**Selected gate families**

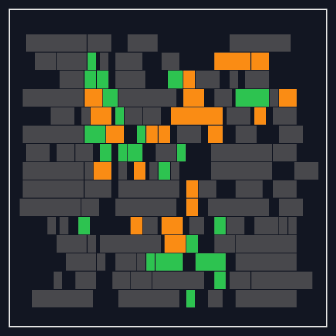
**The metal 2 layer**

Cells faint in the background.
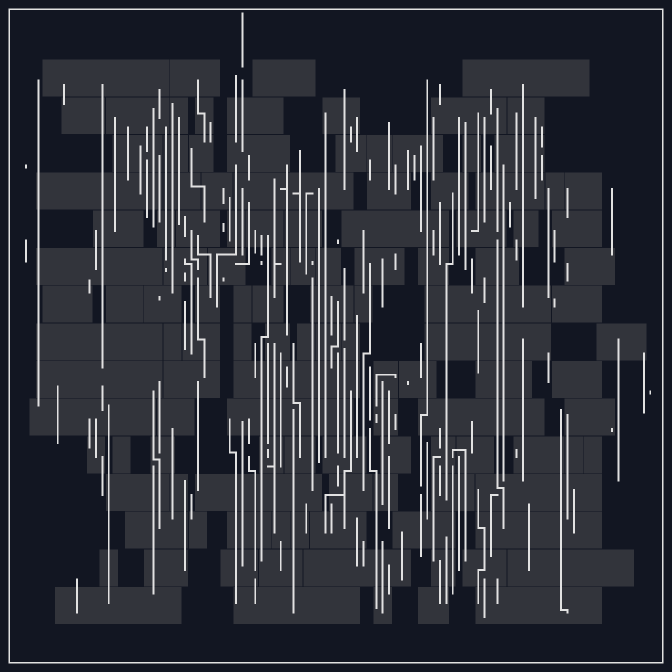
<file path="src/rtl/ref_sched_pkg.sv">
// rtl/ref_sched_pkg.sv - shared refresh scheduler types and default constants
//
// Package ref_pkg: scheduler state encoding, debt counter width and the
// default refresh cadence constants (also consumed by RAM controller benches).
package ref_pkg;

  localparam int DEBT_W        = 3;
  localparam int INTERVAL_DEF  = 390;  // FCLK cycles per refresh tick (15.6 us at 25 MHz)
  localparam int MAX_DEBT_DEF  = 7;
  localparam int URG_LEVEL_DEF = 4;

  typedef enum logic [1:0] {
    IDLE   = 2'd0,
    LAZY   = 2'd1,
    URGENT = 2'd2,
    DRAIN  = 2'd3
  } ref_state_t;

endpackage

</file>
<file path="src/rtl/ref_sched_prescaler.sv">
// rtl/ref_sched_prescaler.sv - refresh-due tick prescaler
//
// Module ref_prescaler
//   clk   in  1  FCLK, rising edge
//   rst   in  1  asynchronous active-high reset
//   tick  out 1  high for the single cycle the count sits at INTERVAL-1
module ref_prescaler #(
  parameter int INTERVAL = ref_pkg::INTERVAL_DEF
) (
  input  logic clk,
  input  logic rst,
  output logic tick
);

  localparam int CNT_W = (INTERVAL > 1) ? $clog2(INTERVAL) : 1;
  localparam logic [CNT_W-1:0] LAST = CNT_W'(INTERVAL - 1);

  logic [CNT_W-1:0] cnt;

  always_ff @(posedge clk or posedge rst) begin
    if (rst) begin
      cnt <= '0;
    end else if (cnt == LAST) begin
      cnt <= '0;
    end else begin
      cnt <= cnt + 1'b1;
    end
  end

  assign tick = (cnt == LAST);

endmodule

</file>
<file path="src/rtl/ref_sched.sv">
// rtl/ref_sched.sv - DRAM refresh scheduler (debt tracking, lazy/urgent requests)
//
// Module ref_sched
//   CLK        in  1       FSB clock (FCLK)
//   RES        in  1       asynchronous active-high reset
//   BACT       in  1       FSB bus cycle active
//   RAMCS      in  1       current FSB cycle targets RAM
//   RefAck     in  1       refresh-complete pulse from the RAM controller
//   RefReq     out 1       refresh request (level)
//   RefUrg     out 1       urgent refresh, controller must stall FSB RAM access
//   RefDebt    out DEBT_W  outstanding refresh count
//   RefOvf     out 1       sticky: tick arrived with debt already saturated
//   RefErr     out 1       sticky: ack arrived with no debt outstanding
//   RefUrgCnt  out 8       saturating count of URGENT entries (REF_STATS_EN only)
// Optional feature macro: REF_STATS_EN
module ref_sched
  import ref_pkg::*;
#(
  parameter int INTERVAL  = INTERVAL_DEF,
  parameter int MAX_DEBT  = MAX_DEBT_DEF,
  parameter int URG_LEVEL = URG_LEVEL_DEF
) (
  input  logic              CLK,
  input  logic              RES,
  input  logic              BACT,
  input  logic              RAMCS,
  input  logic              RefAck,
  output logic              RefReq,
  output logic              RefUrg,
  output logic [DEBT_W-1:0] RefDebt,
  output logic              RefOvf,
`ifdef REF_STATS_EN
  output logic              RefErr,
  output logic [7:0]        RefUrgCnt
`else
  output logic              RefErr
`endif
);

  localparam logic [DEBT_W-1:0] MAX_D = DEBT_W'(MAX_DEBT);
  localparam logic [DEBT_W-1:0] URG_D = DEBT_W'(URG_LEVEL);

  logic              tick;
  logic              armed;
  logic              ack;
  logic              inc;
  logic              dec;
  logic              ovf_set;
  logic              err_set;
  logic              busy;
  logic              req_nxt;
  logic              urg_nxt;
  logic [DEBT_W-1:0] debt;
  logic [DEBT_W-1:0] debt_nxt;
  ref_state_t        state;
  ref_state_t        state_nxt;

  ref_prescaler #(
    .INTERVAL(INTERVAL)
  ) u_prescaler (
    .clk (CLK),
    .rst (RES),
    .tick(tick)
  );

  // Reset can land in the middle of a refresh; the ack that completes it may
  // arrive on the first edge after release and must not count against debt.
  always_ff @(posedge CLK or posedge RES) begin
    if (RES) begin
      armed <= 1'b0;
    end else begin
      armed <= 1'b1;
    end
  end

  assign ack  = RefAck & armed;
  // Only a RAM-targeted bus cycle holds off a lazy refresh.
  assign busy = BACT & RAMCS;

  // Debt arithmetic; a coincident tick and ack cancel with no flag side effects.
  always_comb begin
    inc      = tick & ~ack;
    dec      = ack & ~tick;
    debt_nxt = debt;
    ovf_set  = 1'b0;
    err_set  = 1'b0;
    if (inc) begin
      if (debt == MAX_D) begin
        ovf_set = 1'b1;
      end else begin
        debt_nxt = debt + 1'b1;
      end
    end else if (dec) begin
      if (debt == '0) begin
        err_set = 1'b1;
      end else begin
        debt_nxt = debt - 1'b1;
      end
    end
  end

  // Transitions look at the post-update debt so state and RefDebt move together.
  always_comb begin
    state_nxt = state;
    req_nxt   = 1'b0;
    urg_nxt   = 1'b0;
    case (state)
      IDLE: begin
        if (debt_nxt >= URG_D) begin
          state_nxt = URGENT;
        end else if (debt_nxt != '0) begin
          state_nxt = LAZY;
        end
      end
      LAZY: begin
        if (debt_nxt >= URG_D) begin
          state_nxt = URGENT;
        end else if (debt_nxt == '0) begin
          state_nxt = IDLE;
        end
      end
      URGENT: begin
        if (ack) begin
          state_nxt = DRAIN;
        end
      end
      DRAIN: begin
        // Hysteresis: keep draining below URG_LEVEL, re-escalate only on growth.
        if (debt_nxt == '0) begin
          state_nxt = IDLE;
        end else if (inc && (debt_nxt >= URG_D)) begin
          state_nxt = URGENT;
        end
      end
      default: state_nxt = IDLE;
    endcase
    req_nxt = ((state_nxt == LAZY) & ~busy) | (state_nxt == URGENT) | (state_nxt == DRAIN);
    urg_nxt = (state_nxt == URGENT);
  end

  always_ff @(posedge CLK or posedge RES) begin
    if (RES) begin
      state  <= IDLE;
      debt   <= '0;
      RefReq <= 1'b0;
      RefUrg <= 1'b0;
      RefOvf <= 1'b0;
      RefErr <= 1'b0;
    end else begin
      state  <= state_nxt;
      debt   <= debt_nxt;
      RefReq <= req_nxt;
      RefUrg <= urg_nxt;
      RefOvf <= RefOvf | ovf_set;
      RefErr <= RefErr | err_set;
    end
  end

  assign RefDebt = debt;

`ifdef REF_STATS_EN
  always_ff @(posedge CLK or posedge RES) begin
    if (RES) begin
      RefUrgCnt <= 8'd0;
    end else if ((state_nxt == URGENT) && (state != URGENT) && (RefUrgCnt != 8'hFF)) begin
      RefUrgCnt <= RefUrgCnt + 8'd1;
    end
  end
`endif

endmodule

</file>
<file path="config.mk">
export PLATFORM = sky130hd
export DESIGN_NAME = ref_sched
export DESIGN_NICKNAME = d
export VERILOG_FILES = /design/src/rtl/ref_sched_pkg.sv /design/src/rtl/ref_sched_prescaler.sv /design/src/rtl/ref_sched.sv
export SDC_FILE = /design/constraint.sdc
export NUM_CORES = 1
export LEC_CHECK = 0
export CAP_MARGIN = 0
export CORE_UTILIZATION = 54
export CTS_BUF_LIST = sky130_fd_sc_hd__clkbuf_4 sky130_fd_sc_hd__clkbuf_8 sky130_fd_sc_hd__clkbuf_16
export DETAILED_ROUTE_END_ITERATION = 10
export GPL_TIMING_DRIVEN = 0
export PLACE_DENSITY_LB_ADDON = 0.15
export SLEW_MARGIN = 25
export SYNTH_ARGS = -nofsm -noshare
export SYNTH_HDL_FRONTEND = slang
export SYNTH_HIERARCHICAL = 1
export SYNTH_SLANG_ARGS = --single-unit
</file>
<file path="constraint.sdc">
create_clock -name CLK -period 2.45 [get_ports CLK]
set_input_delay 0.6125 -clock CLK [delete_from_list [all_inputs] [get_ports CLK]]
set_output_delay 0.6125 -clock CLK [all_outputs]
set_load 0.01 [all_outputs]
</file>
==> reports/metrics.yaml <==
worst_setup_path:
  required_ns: 2.64
  crit_type: "register to register"
  end_kind: "register"
  crit_fanout: 10
  arrival_ns: 2.57
  startpoint_type: "register"
power_and_ir_drop:
  power.total_mw: 1.13
  p_leak_nw: 0.538
  ir_worst_vdd_uv: 541
  power_density_nw_per_um2: 866
floorplan:
  io_pins: 12
  num_rows: 15
  die-area_um2: 2220
  die-height_um: 47.1
  initCoreUtil_pct: 60.3
  design.core.area_um2: 1820
  die_w_um: 47.1
final_timing:
  fmax_ghz: 0.420
  setup_violations: 0
  drv_slew: 0
  period_needed_ns: 2.38
  fin_crit_sh_pct: 97.2
  whs_ns: 0.493
  fin_setup_tns_ns: 0
  hold_viol_final: 0
  clock_skew_ns: 0.00353
logic_synthesis:
  syn_inst: 104
  synth_cell_types: 40
  ys_ff: 19
  synth_top_cell_by_area: "dfrtp_1"
  syn_nets: 114
  ys_cells: 104
  ys_seq_share_pct: 43.3
  ys_sh_adder_pct: 5.70
  edf_count: 0
  yosysWarnings: 6
  synth_area_per_cell_um2: 10.6
  async_flop_share_pct: 100
  ys_sh_xor_pct: 4.79
  ys_sh_simple_pct: 21.7
  yosysChipArea_um2: 1100
  area_leaders: "dfrtp_1, ha_1, nand3_1"
  synth.logic.top_family: "simple AND/OR/NAND/NOR gates"
  top_cell_area_share_pct: 43.3
  ff_type: "dfrtp_1"
  syn_area_um2: 1100
  mux_share_pct: 0
  ys_sh_aoi_pct: 19.0
cts:
  holdBufCountCts: 0
  clock-sinks: 19
  clk_latency_ns: 0.30
  clk_root_buffer_cell: "clkbuf_4"
  cts_tree: "built"
  path_clk_slew_ns: 0.10
  htreeDepth: 1
  cts_made_buffers: 3
  ctsLongestPathBuffers: 2
cells_and_area:
  antennaDiodeCount: 0
  final_cells: 148
  layout-drive-gt1-share_pct: 17.9
  final_nets: 134
  area_delta_synth_final_pct: 19.3
global_route:
  grt_pass1_vias: 785
  grt-ovfl-total: 0
  grt_start_max_net_pins: 11
  grt_usage_pct: 22.7
  grt_pass1_wl_mm: 3.46
  antenna_found_initial: 0
drt:
  antenna_left: 0
  wl_met1_mm: 1.02
  vias_per_cell: 5.77
  met3_length_um: 120
  dr.first_iter.drc_count: 24
  drtPass1Iterations: 4
  avgRoutedWirePerCell_um: 14.8
  drcViolationCount: 0
  routed.top_layer: "met4"
  wl_met2_mm: 1.02
placed_design:
  dp_hpwl_mm: 1.58
  routabilityCongestion: 0.834
  dp_cells: 140
  portBuffers: 11
run:
  maxCapViolCount: 0
  warnings: 29
status:
  status: "finished clean"
worst_hold_path:
  hold_class: "register to register"
About 'selected gate families':
- green: nand cells (cells 22)
- orange: aoi and oai cells (cells 20)
Top cell excl fill/tap: dfrtp_1
Comb area share: 44.0%

About 'the metal 2 layer':
- share of all routed wire: 47%
- nets with wire on the layer: 111
- longest straight run: 24.8 um
- wire length on this layer: 1020 um
- main direction: vertical
DRT Wirelength: 2.19 mm
met2 global-route usage: 36.1%
number of vias in the routed layout: 854

logic make-up (layout without fill, tap and decap cells):
family | Yosys count | after routing
AND-OR/OR-AND | 27 | 27
XOR/XNOR | 6 | 6
other | 1 | 1
adder cells (fa/ha/maj) | 5 | 5
AND/OR/NAND/NOR | 35 | 35
flip-flops | 19 | 19
buffers and inverters | 11 | 30
metrics by stage:
stage               area, um^2  util (%)  setup slack (ns)
finish                    1310      71.9            0.0698
global placement          1240      68.0          -0.00862
floorplan                 1100         -             0.236
detailed placement        1240      68.0           -0.0447
CTS                       1270      69.7            0.0117
global route              1310      71.9           -0.0270
where the power goes:
| part | total, mW | internal [mW] | switching, mW |
|---|---|---|---|
| Sequential | 0.420 | 0.368 | 0.0524 |
| Combinational | 0.548 | 0.272 | 0.275 |
| Clock | 0.166 | 0.0745 | 0.0914 |
flip-flops by register name (all words and copies together) (netlist names):
register,count
u_prescaler/cnt,9
RefDebt,3
state,2
RefErr,1
RefOvf,1
RefReq,1
RefUrg,1
armed,1
critical path: stages, from the launching register on:
cell and delay, ns:
dfrtp_1 0.41, inv_1 0.06, ha_1 0.14, nand4bb_1 0.14, nor4_4 0.23, buf_4 0.18, buf_6 0.14, and3b_1 0.21
nand2_1 0.12, and4_4 0.27, a211oi_1 0.05, o32a_1 0.31
layout by cell type, fill, tap and decap left out, drive strengths merged, types with 3 or more instances in the layout:
cell	count
clkbuf	4
a21oi	6
nand3	8
xnor2	4
buf	6
inv	9
clkdlybuf4s50	11
nand2b	3
nand2	7
o21ai	4
nor2	6
ha	5
dfrtp	19
Yosys cell counts (all sizes together) (2+ instances only):
cell type   n
a21oi       6
xnor2       4
nand4       2
nand2b      3
o21ai       4
ha          5
nand2       7
or3         2
a211oi      2
xor2        2
nor2        6
inv         9
o21a        2
dfrtp      19
o31ai       2
buf         2
nand3       8
worst paths after layout:
check                                        start                  to  slack [ns]  cells after the start
worst min-delay path                        RefErr              RefErr        0.49                      2
min in group asynchronous                      RES  u_prescaler/cnt[6]        0.59                      2
max in group asynchronous                      RES          RefDebt[0]        1.56                      2
worst max register to register  u_prescaler/cnt[1]              RefReq        0.07                     11
worst max-delay path            u_prescaler/cnt[1]              RefReq        0.07                     11
worst min register to register              RefErr              RefErr        0.49                      2
per-layer routing:
layer	vias up	track usage, %
met5	-	0
met4	0	5.14
met3	5	5.77
met2	31	36.1
met1	405	31.2
li1	413	-
final cells by class:
cell class	instances	area (um^2)
flip-flops and latches	19	475
multi-input cells	74	576
plain buffers	2	22.5
inverters	9	33.8
clock buffers	4	30.0
repair buffers	15	140
well taps	25	31.3
fillers	154	512
timing repair:
action                                  CTS  global route
gates resized                             0             2
pin swaps                                 1             2
endpoints found under the setup margin    3             4
cloned                                    0             0
buffers inserted                          0             4
Power is estimated from default activity; no workload was simulated.
